$ cat config.mk
export PLATFORM = sky130hd
export DESIGN_NAME = vending_machine
export DESIGN_NICKNAME = d
export VERILOG_FILES = /design/src/rtl/vending_machine.sv
export SDC_FILE = /design/constraint.sdc
export NUM_CORES = 1
export LEC_CHECK = 0
export ABC_AREA = 1
export ABC_CLOCK_PERIOD_IN_PS = 5900
export CELL_PAD_IN_SITES_DETAIL_PLACEMENT = 0
export CELL_PAD_IN_SITES_GLOBAL_PLACEMENT = 2
export CORE_MARGIN = 3
export CORE_UTILIZATION = 35
export DETAILED_ROUTE_END_ITERATION = 10
export HOLD_SLACK_MARGIN = 0.12
export PLACE_DENSITY = 0.8
export RECOVER_POWER = 25
export SETUP_SLACK_MARGIN = 0.3
export SYNTH_ARGS = -nofsm -noshare
export SYNTH_HDL_FRONTEND = slang
export SYNTH_SLANG_ARGS = --single-unit
$ cat constraint.sdc
create_clock -name clk -period 5.9 [get_ports clk]
set_input_delay 0.885 -clock clk [delete_from_list [all_inputs] [get_ports clk]]
set_output_delay 0.885 -clock clk [all_outputs]
set_load 0.02 [all_outputs]
$ cat src/rtl/vending_machine.sv
// Six-slot vending machine with supplier restock and user purchase modes.
// Optional cancel/refund on enter_key with no button is enabled by VM_CANCEL_REFUND_EN.
module vending_machine (
  input  logic       clk,
  input  logic       rst,
  input  logic       valid_s,
  input  logic [2:0] item_s,
  input  logic [3:0] count_s,
  input  logic [7:0] cost_s,
  input  logic       enter_key,
  input  logic [1:0] coins,
  input  logic [5:0] button,
  output logic       dispense,
  output logic [2:0] dispense_item,
  output logic [7:0] change,
  output logic       refund,
  output logic [7:0] balance,
  output logic       sold_out,
  output logic       insufficient,
  output logic       coin_reject
);

  localparam int NUM_SLOTS = 6;

  logic [3:0] count_q [NUM_SLOTS];
  logic [7:0] cost_q  [NUM_SLOTS];

  logic [7:0] coin_val;
  logic       one_hot;
  logic [2:0] sel;
  logic [3:0] sel_count;
  logic [7:0] sel_cost;
  logic       restock;
  logic [2:0] restock_idx;
  logic [7:0] bal_base;
  logic [8:0] sum;

  logic       vend_n, sold_n, insuf_n, refund_n, reject_n;
  logic [2:0] item_n;
  logic [7:0] change_n, bal_n;

  always_comb begin
    case (coins)
      2'd1:    coin_val = 8'd5;
      2'd2:    coin_val = 8'd10;
      2'd3:    coin_val = 8'd25;
      default: coin_val = 8'd0;
    endcase
  end

  // Exactly one button bit set; sel falls back to slot 0 when none is pressed.
  assign one_hot = (button != 6'd0) && ((button & (button - 6'd1)) == 6'd0);

  always_comb begin
    sel = 3'd0;
    for (int i = 0; i < NUM_SLOTS; i++)
      if (button[i]) sel = 3'(i);
  end

  assign sel_count   = count_q[sel];
  assign sel_cost    = cost_q[sel];
  assign restock     = valid_s && enter_key && (item_s != 3'd0) && (item_s != 3'd7);
  assign restock_idx = item_s - 3'd1;

  always_comb begin
    // NOTE: every output of this block gets a default first so no latch is inferred.
    vend_n   = 1'b0;
    sold_n   = 1'b0;
    insuf_n  = 1'b0;
    refund_n = 1'b0;
    reject_n = 1'b0;
    item_n   = 3'd0;
    change_n = 8'd0;
    bal_base = balance;
    sum      = 9'd0;
    bal_n    = balance;
    if (!valid_s) begin
      if (enter_key && one_hot) begin
        if (sel_count == 4'd0) begin
          sold_n = 1'b1;
        end else if (balance < sel_cost) begin
          insuf_n = 1'b1;
        end else begin
          vend_n   = 1'b1;
          item_n   = sel + 3'd1;
          change_n = balance - sel_cost;
          bal_base = 8'd0;
        end
      end
`ifdef VM_CANCEL_REFUND_EN
      else if (enter_key && (button == 6'd0)) begin
        refund_n = 1'b1;
        change_n = balance;
        bal_base = 8'd0;
      end
`endif
      // The coin lands on the balance left after this cycle's vend/cancel decision.
      sum   = {1'b0, bal_base} + {1'b0, coin_val};
      bal_n = bal_base;
      if (coins != 2'd0) begin
        if (sum[8]) reject_n = 1'b1;
        else        bal_n    = sum[7:0];
      end
    end
  end

  // NOTE: sequential state uses non-blocking assignments so all registers update together.
  always_ff @(posedge clk) begin
    if (rst) begin
      // NOTE: slot registers are reset because a fresh machine must report every slot sold out.
      for (int i = 0; i < NUM_SLOTS; i++) begin
        count_q[i] <= 4'd0;
        cost_q[i]  <= 8'd0;
      end
      balance       <= 8'd0;
      change        <= 8'd0;
      dispense_item <= 3'd0;
      dispense      <= 1'b0;
      refund        <= 1'b0;
      sold_out      <= 1'b0;
      insufficient  <= 1'b0;
      coin_reject   <= 1'b0;
    end else begin
      if (restock) begin
        count_q[restock_idx] <= count_s;
        cost_q[restock_idx]  <= cost_s;
      end
      if (vend_n) count_q[sel] <= sel_count - 4'd1;
      balance       <= bal_n;
      change        <= change_n;
      dispense_item <= item_n;
      dispense      <= vend_n;
      refund        <= refund_n;
      sold_out      <= sold_n;
      insufficient  <= insuf_n;
      coin_reject   <= reject_n;
    end
  end

endmodule

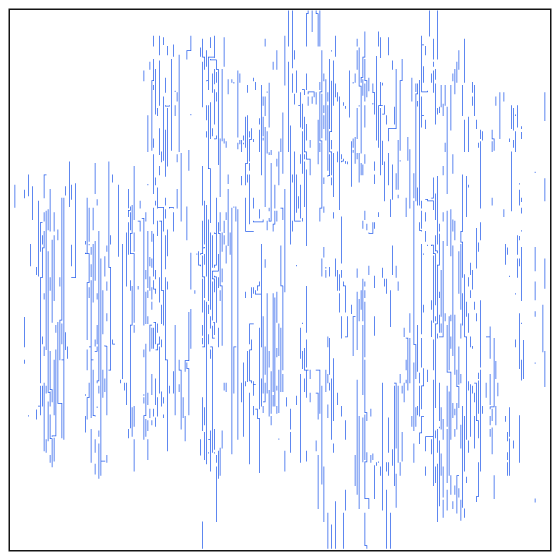
*M2 wires*
553 nets have wire on it. The layer holds 46% of the routed length. The layer carries 6170 µm of wire.
DR vias: 4121
drt total wl: 13.5 mm
met2 usage: 27.1%

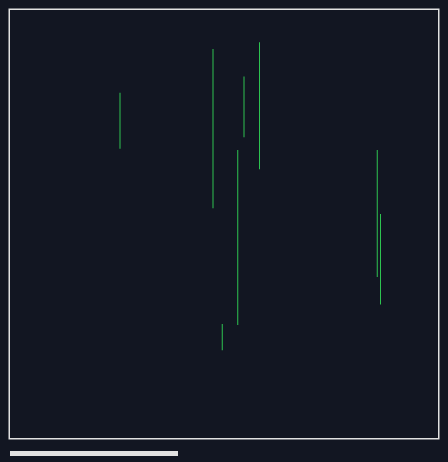
*Met4 routing*
Scale bar: 50 µm.
The layer carries 241 µm of wire. The wires run mostly vertical.

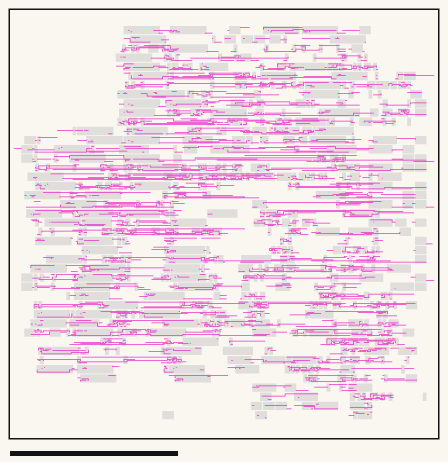
*Metal 1*
Scale bar: 50 µm. Cells faint in the background.
The layer carries 6200 µm of wire. 641 nets have wire on it. The longest straight run is 42.8 µm. The layer holds 46% of the routed length.

==> impl_metrics.ini <==
; physical design summary
[status]
status = complete, no violations

[synth]
syn-cell-area_um2 = 5130
async_flop_share_pct = 0
synth.yosys.warnings = 0
yosysUniqueCellTypes = 47
syn-instance-count = 592

[final_layout]
logic_area_um2 = 2140
nMultiInputCombCells = 403
area_growth_pct = 20.1

[drt]
ant_nets = 0

[clock_network]
cts_hold_buf = 0
cts_buffer_depth = 2
cts_sinks = 95
cts_resized = 0

[floorplan]
core_area_um2 = 14100
initCoreUtil_pct = 36.4

[place]
gp_congestion = 0.832

[pwr]
leakage_nw = 2.64

[worst_setup_path]
r2r-end = balance[2]

[sta]
layout_setup_ws_ns = 0.792
worstMarginPinSlew_ns = 0.758
finalSetupViolCount = 0
finalCritPeriodShare_pct = 86.6

[global_route]
grt_pass1_wl_mm = 21.4
-- power breakdown --
| group | internal [W] | switching, W |
|---|---|---|
| Sequential | 0.000755 | 0.0000155 |
| Combinational | 0.0000922 | 0.000154 |
| Clock | 0.000330 | 0.000250 |
| Total | 0.00118 | 0.000420 |
-- worst max-delay path by stage --
| stage | from | endpoint | depth (start not counted) |
|---|---|---|---|
| 2_1_floorplan | button[2] | balance[0] | 35 |
| 3_3_place_gp | button[2] | balance[7] | 34 |
| 3_5_place_dp | button[2] | balance[2] | 33 |
| 4_1_cts | button[2] | balance[2] | 33 |
| 5_1_grt | button[2] | balance[7] | 29 |
| 6_report | button[2] | balance[2] | 27 |
-- metrics by stage --
| step | cells | power (W) |
|---|---|---|
| after global routing | 832 | 0.00168 |
| after global placement | 816 | 0.00103 |
| after detailed placement | 816 | 0.00103 |
| final | 832 | 0.00160 |
| after CTS | 832 | 0.00161 |
| after floorplan | 592 | 0.000943 |
-- synth_stat cells, types with 5 or more instances --
cell type  count  area [µm²]
dfxtp_1       23         460
clkbuf_1      12        45.0
inv_2          5        18.8
nand2_2       11        68.8
a21oi_1       22         110
o21ai_0       41         205
xor2_1         5        43.8
inv_1         70         263
nand3_1       35         175
nand2_1       98         368
ha_1          19         238
nor2_1       119         447
o22ai_1        5        31.3
edfxtp_1      72        2160
-- sequential cells by signal, indices dropped and copies added (netlist names) --
signal	cells
balance	8
change	8
coin_reject	1
cost_q	48
count_q	24
dispense	1
dispense_item	3
insufficient	1
sold_out	1
-- logic make-up after synthesis --
kind of cell	Yosys count	synth area share (%)
flops	95	51.2
simple gates	288	25.0
xor+xnor	8	1.37
other cells	1	0.0732
compound gates	85	9.62
buf+inv	94	7.32
fa+ha+maj	21	5.42
Power and IR drop assume default switching activity.
